==> images/placement_by_type.png <==
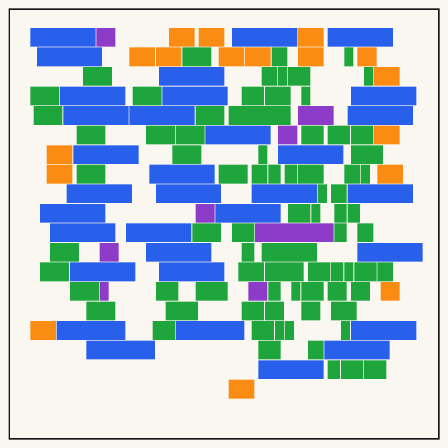
==> images/layer_met3.png <==
The bar under the picture is 20 µm long.
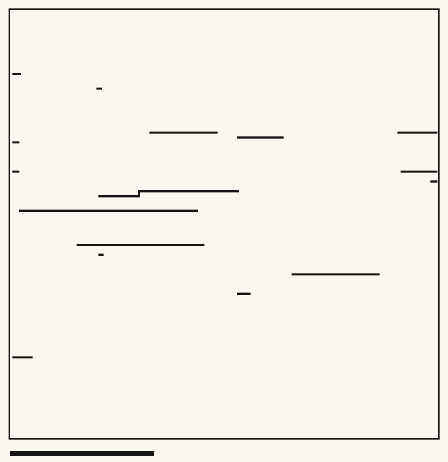
===== src/rtl/uart_pkg.sv =====
`default_nettype none
// ============================================================================
//  Module      : uart_pkg
//  Description : Shared UART definitions: receiver state encoding, frame
//                constants and the default bit period.
//  Revision    : 1.0 - initial release
// ============================================================================
package uart_pkg;

    // Frame shape: 8N1
    localparam int DATA_BITS            = 8;
    localparam int STOP_BITS            = 1;

    // Default number of clk cycles per serial bit
    localparam int DEFAULT_CLKS_PER_BIT = 16;

    // Receiver state encoding
    typedef enum logic [2:0] {
        ST_IDLE      = 3'd0,
        ST_START     = 3'd1,
        ST_DATA      = 3'd2,
        ST_STOP      = 3'd3,
        ST_WAIT_HIGH = 3'd4
    } uart_state_t;

    // Width of a counter that must hold clks_per_bit-1 without wrapping
    function automatic int cnt_width(input int clks_per_bit);
        return (clks_per_bit <= 2) ? 1 : $clog2(clks_per_bit);
    endfunction

endpackage
`default_nettype wire


===== src/rtl/uart_sync.sv =====
`default_nettype none
// ============================================================================
//  Module      : uart_sync
//  Description : Multi-flop synchronizer for asynchronous inputs. Generic in
//                width so the same block can condition the receive line as
//                well as transmit-side control inputs. Every flop resets to
//                RESET_VALUE so an idle-high line does not produce a false
//                edge out of reset.
//  Revision    : 1.0 - initial release
// ============================================================================
module uart_sync #(
    parameter int   WIDTH       = 1,
    parameter int   SYNC_STAGES = 2,
    parameter logic RESET_VALUE = 1'b1
) (
    input  logic             clk,
    input  logic             reset,
    input  logic [WIDTH-1:0] i_async,
    output logic [WIDTH-1:0] o_sync
);

    logic [WIDTH-1:0] r_stage [SYNC_STAGES];

    // Shift the asynchronous input through the flop chain
    always_ff @(posedge clk or posedge reset) begin
        if (reset) begin
            for (int s = 0; s < SYNC_STAGES; s++) begin
                r_stage[s] <= {WIDTH{RESET_VALUE}};
            end
        end else begin
            r_stage[0] <= i_async;
            for (int s = 1; s < SYNC_STAGES; s++) begin
                r_stage[s] <= r_stage[s-1];
            end
        end
    end

    assign o_sync = r_stage[SYNC_STAGES-1];

endmodule
`default_nettype wire


===== src/rtl/uart_rx.sv =====
`default_nettype none
// ============================================================================
//  Module      : uart_rx
//  Description : 8N1 UART receiver. The serial line is synchronized, a
//                falling edge starts a frame, the start bit is re-checked at
//                mid-bit, then data and stop bits are sampled one bit period
//                apart. A completed byte is held with a ready flag until the
//                consumer acknowledges it; framing and overrun conditions are
//                reported through sticky flags.
//  Revision    : 1.0 - initial release
// ============================================================================
module uart_rx
    import uart_pkg::*;
#(
    parameter int CLKS_PER_BIT = DEFAULT_CLKS_PER_BIT,
    parameter int SYNC_STAGES  = 2
) (
    input  logic                 clk,
    input  logic                 reset,
    input  logic                 rx_in,
    input  logic                 read_data,
    output logic [DATA_BITS-1:0] data,
    output logic                 rx_ready,
    output logic                 rx_busy,
    output logic                 framing_error,
    output logic                 overrun_error
);

    // ------------------------------------------------------------------------
    // Constants
    // ------------------------------------------------------------------------
    localparam int                CNT_W      = cnt_width(CLKS_PER_BIT);
    localparam int                IDX_W      = $clog2(DATA_BITS);
    localparam logic [CNT_W-1:0]  C_CNT_HALF = CNT_W'(CLKS_PER_BIT/2 - 1);
    localparam logic [CNT_W-1:0]  C_CNT_LAST = CNT_W'(CLKS_PER_BIT - 1);
    localparam logic [CNT_W-1:0]  C_CNT_ONE  = CNT_W'(1);
    localparam logic [IDX_W-1:0]  C_IDX_LAST = IDX_W'(DATA_BITS - 1);
    localparam logic [IDX_W-1:0]  C_IDX_ONE  = IDX_W'(1);

    // ------------------------------------------------------------------------
    // Signals
    // ------------------------------------------------------------------------
    logic                  w_rxs;          // synchronized serial line
    logic                  r_rxs_d;        // previous synchronized value
    logic                  w_fall;         // 1->0 transition on w_rxs

    uart_state_t           r_state;
    logic [CNT_W-1:0]      r_cnt;          // cycles within current bit
    logic [IDX_W-1:0]      r_bit_idx;      // data bit being sampled
    logic [DATA_BITS-1:0]  r_shift;        // byte being assembled
    logic                  r_busy;

    logic [DATA_BITS-1:0]  r_data;
    logic                  r_ready;
    logic                  r_ferr;
    logic                  r_ovr;

    logic                  w_stop_sample;  // stop-bit sample point
    logic                  w_complete;     // good stop bit: byte finished
    logic                  w_frame_err;    // stop bit sampled low
    logic                  w_accept;       // completed byte is stored
    logic                  w_overrun;      // completed byte is dropped
    logic                  w_err_evt;      // any new error this cycle

    // ------------------------------------------------------------------------
    // Input synchronizer
    // ------------------------------------------------------------------------
    uart_sync #(
        .WIDTH       (1),
        .SYNC_STAGES (SYNC_STAGES),
        .RESET_VALUE (1'b1)
    ) u_rx_sync (
        .clk     (clk),
        .reset   (reset),
        .i_async (rx_in),
        .o_sync  (w_rxs)
    );

    assign w_fall = r_rxs_d & ~w_rxs;

    // ------------------------------------------------------------------------
    // Completion / error decode (only meaningful at the stop-bit sample)
    // ------------------------------------------------------------------------
    assign w_stop_sample = (r_state == ST_STOP) && (r_cnt == C_CNT_LAST);
    assign w_complete    = w_stop_sample &  w_rxs;
    assign w_frame_err   = w_stop_sample & ~w_rxs;

    // A held byte is only replaced when the consumer reads it in the same cycle
    assign w_accept      = w_complete & (~r_ready | read_data);
    assign w_overrun     = w_complete &   r_ready & ~read_data;
    assign w_err_evt     = w_frame_err | w_overrun;

    // ------------------------------------------------------------------------
    // Receive state machine: bit timing, sampling and busy indication
    // ------------------------------------------------------------------------
    always_ff @(posedge clk or posedge reset) begin
        if (reset) begin
            r_state   <= ST_IDLE;
            r_cnt     <= '0;
            r_bit_idx <= '0;
            r_shift   <= '0;
            r_busy    <= 1'b0;
            r_rxs_d   <= 1'b1;
        end else begin
            r_rxs_d <= w_rxs;

            case (r_state)
                ST_IDLE: begin
                    if (w_fall) begin
                        r_state <= ST_START;
                        r_cnt   <= '0;
                        r_busy  <= 1'b1;
                    end
                end

                // Re-check the start bit at its midpoint to reject glitches
                ST_START: begin
                    if (r_cnt == C_CNT_HALF) begin
                        r_cnt <= '0;
                        if (!w_rxs) begin
                            r_state   <= ST_DATA;
                            r_bit_idx <= '0;
                        end else begin
                            r_state <= ST_IDLE;
                            r_busy  <= 1'b0;
                        end
                    end else begin
                        r_cnt <= r_cnt + C_CNT_ONE;
                    end
                end

                // Sample each data bit one full period after the previous one
                ST_DATA: begin
                    if (r_cnt == C_CNT_LAST) begin
                        r_cnt   <= '0;
                        r_shift <= {w_rxs, r_shift[DATA_BITS-1:1]};
                        if (r_bit_idx == C_IDX_LAST) begin
                            r_state <= ST_STOP;
                        end else begin
                            r_bit_idx <= r_bit_idx + C_IDX_ONE;
                        end
                    end else begin
                        r_cnt <= r_cnt + C_CNT_ONE;
                    end
                end

                // Good stop bit returns to idle; a low stop bit waits for
                // the line to recover so a break is not read as a new frame
                ST_STOP: begin
                    if (r_cnt == C_CNT_LAST) begin
                        r_cnt <= '0;
                        if (w_rxs) begin
                            r_state <= ST_IDLE;
                            r_busy  <= 1'b0;
                        end else begin
                            r_state <= ST_WAIT_HIGH;
                        end
                    end else begin
                        r_cnt <= r_cnt + C_CNT_ONE;
                    end
                end

                ST_WAIT_HIGH: begin
                    if (w_rxs) begin
                        r_state <= ST_IDLE;
                        r_busy  <= 1'b0;
                    end
                end

                default: begin
                    r_state <= ST_IDLE;
                    r_cnt   <= '0;
                    r_busy  <= 1'b0;
                end
            endcase
        end
    end

    // ------------------------------------------------------------------------
    // Consumer handshake: held byte, ready flag and sticky error flags
    // ------------------------------------------------------------------------
    always_ff @(posedge clk or posedge reset) begin
        if (reset) begin
            r_data  <= '0;
            r_ready <= 1'b0;
            r_ferr  <= 1'b0;
            r_ovr   <= 1'b0;
        end else begin
            if (w_accept) begin
                r_data <= r_shift;
            end

            // Completion always leaves a byte held (new or old)
            if (w_complete) begin
                r_ready <= 1'b1;
            end else if (read_data) begin
                r_ready <= 1'b0;
            end

            // Flags clear on a read only when no new error arrives with it
            if (w_frame_err) begin
                r_ferr <= 1'b1;
            end else if (read_data && !w_err_evt) begin
                r_ferr <= 1'b0;
            end

            if (w_overrun) begin
                r_ovr <= 1'b1;
            end else if (read_data && !w_err_evt) begin
                r_ovr <= 1'b0;
            end
        end
    end

    // ------------------------------------------------------------------------
    // Outputs
    // ------------------------------------------------------------------------
    assign data          = r_data;
    assign rx_ready      = r_ready;
    assign rx_busy       = r_busy;
    assign framing_error = r_ferr;
    assign overrun_error = r_ovr;

endmodule
`default_nettype wire


===== config.mk =====
export PLATFORM = sky130hd
export DESIGN_NAME = uart_rx
export DESIGN_NICKNAME = d
export VERILOG_FILES = /design/src/rtl/uart_pkg.sv /design/src/rtl/uart_sync.sv /design/src/rtl/uart_rx.sv
export SDC_FILE = /design/constraint.sdc
export NUM_CORES = 1
export LEC_CHECK = 0
export CAP_MARGIN = 5
export CORE_MARGIN = 2
export CORE_UTILIZATION = 49
export DETAILED_ROUTE_END_ITERATION = 7
export PLACE_DENSITY = 0.73
export SYNTH_ARGS = -nofsm -noshare
export SYNTH_HDL_FRONTEND = slang
export SYNTH_SLANG_ARGS = --single-unit

===== constraint.sdc =====
create_clock -name clk -period 2.58 [get_ports clk]
set_clock_uncertainty 0.05 [all_clocks]
set_input_delay 0.516 -clock clk [delete_from_list [all_inputs] [get_ports clk]]
set_output_delay 0.516 -clock clk [all_outputs]
set_load 0.01 [all_outputs]

==> flow_summary.ini <==
; implementation run metrics
[status]
status = completed

[die]
core_um2 = 3003
ioPinCount = 16
die_w_um = 59.56
fp_util_pct = 50.38
dieArea_um2 = 3547
num_rows = 20

[route]
viasPerCell = 5.870
drc = 0
dr.pass1.iters = 4
avgRoutedWirePerCell_um = 16.07
drtAntennaViolNets = 0
drt-total-wl_um = 2715
initialDrtViolationCount = 73
num_vias = 992

[job]
warnings = 26

[logic_synthesis]
ys_cells = 117
edf_count = 0
ys_warn_count = 0
synthCells = 117
common_cells = dfrtp_1, mux2_2, inv_1, nand2_1
syn_avg_cell_area_um2 = 12.93
ys_seq_share_pct = 54.84
syn_nets = 124
synth_area_um2 = 1513
synth_top_cell_by_area = dfrtp_1
ys_area_um2 = 1513
netlist.area_leader.share_pct = 49.63
topCellsByArea = dfrtp_1, mux2_2, dfstp_2
yosys_register_bits = 33
ff_type = dfrtp_1
synth_dominant_cell_count = dfrtp_1
synth_cell_type_count = 39
async_reset_ff_share_pct = 100.0

[setup_path]
critPathKind = reg -> reg
path_buffers = 0
path_depth = 4
path_cells = ha_1, nand2_1, nor4_4, mux2_2
critPathLaunch = r_cnt[0]
crit_slowest_cell = nor4_4
critical_path.max_stage_delay_ns = 0.49
crit_path_start_kind = flip-flop
r2r-start = r_cnt[0]
path_delay_family = simple AND/OR/NAND/NOR gates
crit_path_end_kind = flip-flop
ff2ff_path_depth = 4

[layout]
nFillCells = 260
area_delta_synth_final_pct = 17.20
diodes = 0
final_net_count = 142
final_layout_size_suffix_gt1_share_pct = 28.68

[min_path]
hold_class = reg -> reg
hold_depth = 0
hold_start = u_rx_sync.r_stage[1]

[clock_tree]
cts_buffers = 5
post_cts_buffers = 0
root_buffer = clkbuf_4
worstSkewPairLatency_ns = 0.33
clk_path_buf_depth = 2
cts.hold.buffers_added = 0
ctsHtreeMaxLevel = 2
cts_tree = yes
clk_pin_slew_ns = 0.10
clock-sinks = 33
ctsResizeCount = 0

[final_timing]
setup_viol = 0
max_freq_mhz = 533.0
worst_pin_slew_ns = 0.6073
max_slew_margin_pct = 59.21
maxSlewViolCount = 0
finalHoldViolCount = 0
period_minus_slack_ns = 1.876
period_used_pct = 72.72
postLayoutSetupSlackWorst_ns = 0.7039
tns_ns = 0
rsz0062_at_grt = false

[global_route]
grt_max_degree = 34
antenna_found_initial = 0
grt_pass1_wl_um = 4816
grt_pass1_vias = 1003
overflow = 0

[pwr]
ir_worst_vdd_mv = 0.4877
powerDensity_nw_per_um2 = 864.3
p_leak_nw = 0.8147
fin_total_pwr_mw = 1.532

[place]
io_buffer_count = 15
dp_worst_setup_slack_ns = 0.6528
dp.final_hpwl_um = 1963
gp_congestion = 0.7876
Notes on placement_by_type.png above:
legend:
  purple:
    class: clock drivers and dummy loads
    cells: 8
    share_of_their_area: 4.9%
  blue:
    class: sequential cells
    cells: 33
    share_of_their_area: 48%
  orange:
    class: remaining buffers and delay cells
    cells: 17
    share_of_their_area: 9.5%
  green:
    class: combinational and other logic
    cells: 78
    share_of_their_area: 38%

Notes on layer_met3.png above:
main direction: horizontal
nets with wire on the layer: 11
share of all routed wire: 4.0%
longest straight run: 24.6 µm

cell type report:
cell class,instances,area (µm²),share of cell area [%]
sequential,33,829.5,46.79
clock buffer,7,55.05,3.105
multi-input combinational,72,629.4,35.50
timing repair buffer,17,165.2,9.315
inverter,6,22.52,1.270
clock inverter,1,30.03,1.694
tap,33,41.29,2.329
layer usage:
metal | global-route usage, % | part of all wire, % | vias up
met5 | 0 | 0 | -
met4 | 10.79 | 2.3 | 0
met3 | 4.803 | 3.9 | 8
met2 | 28.57 | 49 | 18
met1 | 24.54 | 45 | 503
li1 | - | - | 463
cell families (layout without fill, tap and decap cells):
logic type	count (synthesis)	after routing	synth area share (%)
AOI/OAI and AO/OA	23	23	11.50
xor gates and xnor gates	2	2	1.158
adders and majority gates	3	3	2.482
buffers and inverters	12	31	3.556
DFF	33	33	54.84
muxes	18	18	13.32
and+or+nand+nor	26	26	13.15
worst paths after layout:
check | slack [ns] | end
min in group asynchronous | 0.51 | rx_ready
max in group asynchronous | 1.63 | u_rx_sync.r_stage[1]
setup / recovery | 0.70 | r_shift[5]
hold / removal | 0.31 | u_rx_sync.o_sync
hold reg to reg | 0.31 | u_rx_sync.o_sync
setup reg to reg | 0.70 | r_shift[5]
cells in the final DEF (no fill, tap or decap), drive strengths merged, types with 4 or more instances in the layout:
master,netlist,layout
a22o,4,4
clkbuf,2,7
clkdlybuf4s50,0,15
dfrtp,30,30
inv,6,6
mux2,17,17
nand2,6,6
o21ai,4,4
registers in the layout, indices dropped and copies added (netlist names):
name,cells
data,8
r_shift,8
r_cnt,4
r_bit_idx,3
r_state,3
framing_error,1
overrun_error,1
r_rxs_d,1
rx_busy,1
rx_ready,1
u_rx_sync.o_sync,1
u_rx_sync.r_stage,1
where the power goes:
part | total, mW | internal (mW) | switching (mW)
clock network | 0.403 | 0.231 | 0.172
logic | 0.385 | 0.208 | 0.178
registers | 0.744 | 0.620 | 0.124
metrics by stage:
stage / util (%) / area, µm² / cells / hold slack (ns)
6_report: 59.04 / 1773 / 169 / 0.3111
5_1_grt: 59.04 / 1773 / 169 / 0.3245
4_1_cts: 59.04 / 1773 / 169 / 0.3131
3_5_place_dp: 56.21 / 1688 / 161 / 0.2988
3_3_place_gp: 56.21 / 1688 / 161 / 0.2967
2_1_floorplan: - / 1513 / 117 / 0.2952
Power and IR drop assume default switching activity.
